==> images/class_map.png <==
Scale bar: 20 um.
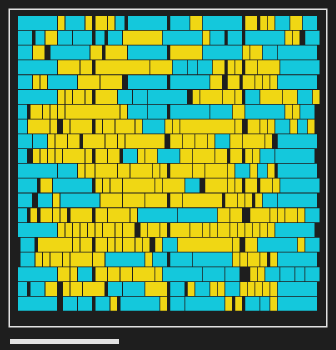
==> images/m4.png <==
Scale bar: 20 um.
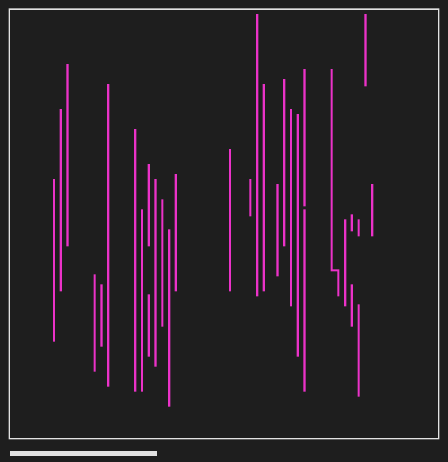
==> images/sizing.png <==
Scale bar: 20 um.
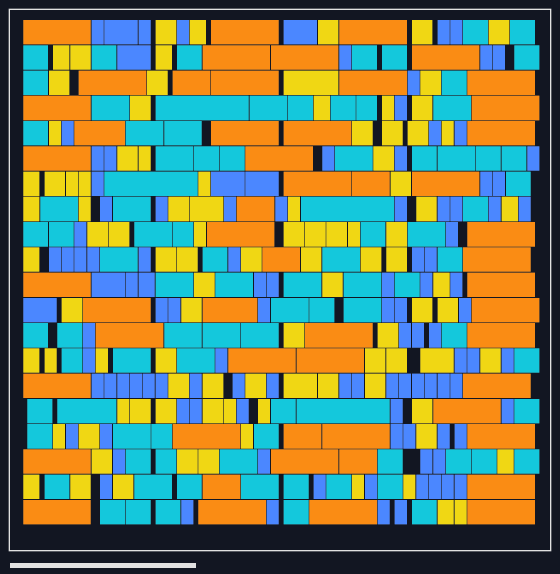
==> images/pinout.png <==
Pins as bars across the die edge, other pins in gray.
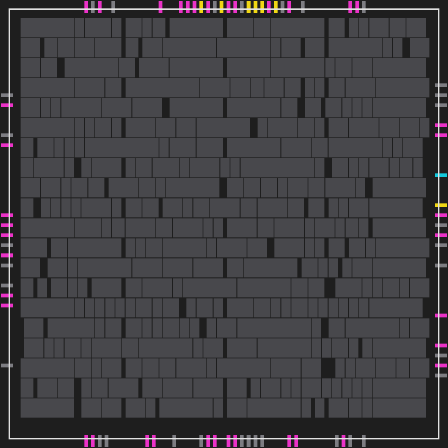
[config.mk]
export PLATFORM = sky130hd
export DESIGN_NAME = ecc_syndrome_calc
export DESIGN_NICKNAME = d
export VERILOG_FILES = /design/src/rtl/high_speed_bus_ecc_pkg.sv /design/src/rtl/high_speed_bus_ecc_checker_syndrome.sv
export SDC_FILE = /design/constraint.sdc
export NUM_CORES = 1
export LEC_CHECK = 0
export ABC_AREA = 1
export CAP_MARGIN = 30
export CORE_MARGIN = 1
export CORE_UTILIZATION = 39
export DETAILED_ROUTE_END_ITERATION = 6
export PLACE_DENSITY_LB_ADDON = 0.12
export SETUP_SLACK_MARGIN = 0.02
export SYNTH_ARGS = -nofsm -noshare
export SYNTH_HDL_FRONTEND = slang
export SYNTH_SLANG_ARGS = --single-unit
[constraint.sdc]
create_clock -name vclk -period 1.8
set_input_delay 0.36 -clock vclk [all_inputs]
set_output_delay 0.36 -clock vclk [all_outputs]
set_load 0.1 [all_outputs]
[src/rtl/high_speed_bus_ecc_pkg.sv]
// Shared constants, ECC generator and status-state type for the bus ECC checker.
// Used by the encoder side and by the checker pipeline (high_speed_bus_ecc_checker).
package high_speed_bus_ecc_pkg;

    localparam int DATA_W = 32;
    localparam int ECC_W  = 7;
    localparam int CODE_W = 39;

    typedef enum logic {
        ST_CLEAN   = 1'b0,
        ST_LATCHED = 1'b1
    } status_t;

    // Result bit i is check bit e<i>; e0 covers all data bits.
    function automatic logic [ECC_W-1:0] ecc_gen(
        input logic [DATA_W-1:0] d
    );
        ecc_gen = {
            ^{d[31:16], d[7:0]},
            d[0],
            ^d[1:0],
            ^d[3:0],
            ^d[7:0],
            ^d[15:0],
            ^d[31:0]
        };
    endfunction

endpackage

[src/rtl/high_speed_bus_ecc_checker_syndrome.sv]
// ecc_syndrome_calc: combinational split of a codeword into data and syndrome.
// Ports: code (in), data / syndrome / err (out); err is the OR of the syndrome.
module ecc_syndrome_calc
    import high_speed_bus_ecc_pkg::*;
(
    input  logic [CODE_W-1:0] code,
    output logic [DATA_W-1:0] data,
    output logic [ECC_W-1:0]  syndrome,
    output logic              err
);

    assign data     = code[CODE_W-1:ECC_W];
    assign syndrome = ecc_gen(data) ^ code[ECC_W-1:0];
    assign err      = |syndrome;

endmodule

==> impl_metrics.env <==
# source this file to load flow results
export IMPL_run_status="finished, violations left"
export IMPL_violated_checks="negative setup slack"
export IMPL_final_instance_count_excl_fill=396
export IMPL_synth_yosys_num_cells=266
export IMPL_count_of_cells_resized_by_post_cts_repair=167
export IMPL_sw_frac_of_total_pct=63.79
export IMPL_die_area_sq_mm=0.003382
export IMPL_vias_per_cell=5.449
export IMPL_p_int_uw=599.2
export IMPL_yosys_area_sq_mm=0.001230
export IMPL_critPathCaptureType="output pin"
export IMPL_utilization_pct=97.07
export IMPL_final_net_count=393
export IMPL_ioPinCount=79
export IMPL_timing_worst_setup_path_type="input port to output pin"
export IMPL_xor_xnor_share_pct=4.781
export IMPL_maxUsedRoutingLayer="met4"
export IMPL_synthesis_area_sq_mm=0.001230
export IMPL_hold_depth=2
export IMPL_cap_viol_max_count=0
export IMPL_startpoint="code[26]"
export IMPL_crit_slowest_cell="sky130_fd_sc_hd__buf_12"
export IMPL_max_slew_worst_pin_slew_ns=0.2989
export IMPL_period_used_pct=135.0
export IMPL_maximum_number_of_pins_on_one_net_before_global_route_repair=5
export IMPL_worst_path_stages=16
export IMPL_aoi_share_pct=0
export IMPL_finalMaxSlewViolations=0
export IMPL_critical_path_startpoint_type="input port"
export IMPL_netlist_logic_family_top="simple AND/OR/NAND/NOR gates"
export IMPL_timing_final_ws_setup_ns=-0.6299
export IMPL_finalSetupViolations=5
export IMPL_cp_top_delay_family="simple AND/OR/NAND/NOR gates"
export IMPL_synth_mux_area_fraction_pct=0
export IMPL_busiest_layer="met2"
export IMPL_openroad_warnings=38
export IMPL_finalWirelength_um=7408
export IMPL_detailedRoute_firstPassIterationCount=6
export IMPL_grt_first_pass_wirelength_um=6706
export IMPL_grt_use_total_pct=25.08
export IMPL_synth_top_cell_by_area="sky130_fd_sc_hd__nand2_1"
export IMPL_cts_hold_repair_buffers=0
export IMPL_p_clk_uw=0
export IMPL_dominant_power_group="combinational logic"
export IMPL_port_buffers=79
export IMPL_dr_wl_met2_um=3875
export IMPL_finalHoldViolCount=0
export IMPL_cp_buffers_inverters=3
export IMPL_die_size_y_um=58.16
export IMPL_timing_critical_path_slowest_cell_delay_ns=0.16
export IMPL_post_synth_fa_ha_maj_area_fraction_pct=0
export IMPL_grt_pass1_vias=1710
export IMPL_sequential_cell_total=0
export IMPL_drive_gt1_share_pct=68.18
export IMPL_pg_seq_uw=0
export IMPL_p_leak_uw=0.001640
export IMPL_vdd_drop_max_uv=377.5
export IMPL_place_detailed_hpwl_um=3335
export IMPL_routing_usage_on_met3_pct=0.8929
export IMPL_netlist_top_cells_area="sky130_fd_sc_hd__nand2_1 (47%), sky130_fd_sc_hd__buf_4 (20%), sky130_fd_sc_hd__inv_1 (12%), sky130_fd_sc_hd__nand2_2 (6.6%), sky130_fd_sc_hd__nand2_4 (3.7%)"
export IMPL_post_layout_total_power_uw=1655
export IMPL_grt_use_met2_pct=57.96
export IMPL_drt_drc_violations_left=0
export IMPL_cellPowerDensity_mw_per_mm2=563.0
export IMPL_power_frac_comb_pct=100.0
export IMPL_cp_arrival_ns=2.07
export IMPL_gp_congestion=0.7379
export IMPL_critical_path_endpoint="err"
export IMPL_floorplan_die_width_um=58.16
export IMPL_post_cts_setup_inserts=2
export IMPL_fin_tns_setup_ns=-2.168
export IMPL_syn_area_per_cell_sq_um=4.624
export IMPL_clock_fmax_mhz=411.5
export IMPL_slew_limit_headroom_pct=80.06
export IMPL_combinationalPower_uw=1650
export IMPL_drtAntennaViolNets=0
export IMPL_crit_fanout=4
export IMPL_synth_distinct_cells=12
export IMPL_setup_repair_after_global_routing_missed_its_margin="yes"
export IMPL_worstPathCellList="buf_2, inv_1, nand2_1, nand2_2, nand2_1, nand2_1, nand2_1, nand2_2, nand2_4, nand2_2, nand2_1, nand2_2, nand2_2, nor2_4, nand2_4, buf_12"
export IMPL_global_route_usage_met1_pct=21.53
export IMPL_power_share_clock_pct=0
export IMPL_ff_latch_area_sq_um=0
export IMPL_met1Wirelength_um=2312
export IMPL_fp_nets=305
export IMPL_synth_yosys_warnings=0
export IMPL_antenna_found_initial=0
export IMPL_p_sw_uw=1056
export IMPL_antenna_cells_inserted=0
export IMPL_met3WireLength_um=618
export IMPL_routed_len_inst_um=18.71
export IMPL_placement_setup_worst_slack_ns=-0.8874
export IMPL_dpl_cell_count=395
export IMPL_min_delay_path_class="input port to output pin"
export IMPL_drt_initial_drc_count=270
export IMPL_simple_gate_share_pct=62.26
export IMPL_finalWorstPathRequiredPeriod_ns=2.430
export IMPL_floorplanUtilization_pct=40.62
export IMPL_detailroute_via_count=2158
export IMPL_min_delay_start="code[7]"
export IMPL_nFillCells=53
export IMPL_core_area_sq_mm=0.003028
export IMPL_worstHoldEndpoint="data[0]"
export IMPL_yosysSeqAreaShare_pct=0
export IMPL_gr_total_overflow=0
export IMPL_synthDominantCellAreaShare_pct=47.00
export IMPL_synth_cells=266
export IMPL_placement_rows=20
export IMPL_nClkBuffers=0
export IMPL_final_hold_worst_slack_ns=1.006
export IMPL_share_of_total_power_in_sequential_cells_pct=0
export IMPL_dpl_instance_area_sq_mm=0.002681
export IMPL_cp_required_ns=1.44
-- class_map.png (at the start) --
legend:
  yellow:
    class: remaining logic cells
    cells: 234
    share_of_their_area: 51%
  cyan:
    class: remaining buffers and delay cells
    cells: 118
    share_of_their_area: 49%

-- m4.png (at the start) --
longest straight run: 40.8 um
main direction: vertical
nets with wire on the layer: 31
share of all routed wire: 8.1%

-- sizing.png (at the start) --
legend:
  orange:
    size: x6 and larger
    cells: 53
  cyan:
    size: x3 and x4
    cells: 90
  blue:
    size: x1 and smaller
    cells: 112
  yellow:
    size: x2
    cells: 97
post-route cell area: 0.002939 sq mm
post-synthesis to final-layout area growth: 139.0%

-- pinout.png (at the start) --
legend:
  yellow:
    port: `syndrome`
    pins: 7
    direction: output
    edge: 6 top, 1 right
  magenta:
    port: `code`
    pins: 39
    direction: input
    edge: 13 top, 11 bottom, 8 left, 7 right
  cyan:
    port: `err`
    pins: 1
    direction: output
    edge: right
all pins by edge: 26 top, 22 bottom, 17 right, 14 left

cell usage in the layout, fill, tap and decap left out, drive strengths merged:
| cell type | Yosys | routed |
|---|---|---|
| buf | 32 | 111 |
| clkdlybuf4s50 | 0 | 7 |
| clkinvlp | 0 | 1 |
| inv | 44 | 43 |
| nand2 | 171 | 171 |
| nand3 | 5 | 5 |
| nor2 | 9 | 9 |
| xnor2 | 1 | 1 |
| xor2 | 4 | 4 |
synthesized netlist by cell type, drive strengths merged:
cell type  instances
nand3              5
buf               32
nand2            171
inv               44
xnor2              1
xor2               4
nor2               9
area by class of cell:
type	count	area [sq um]	area share, %
inverter	44	201.4	6.854
tap	44	55.05	1.873
multi-input combinational	190	1269	43.17
timing repair buffer	118	1414	48.11
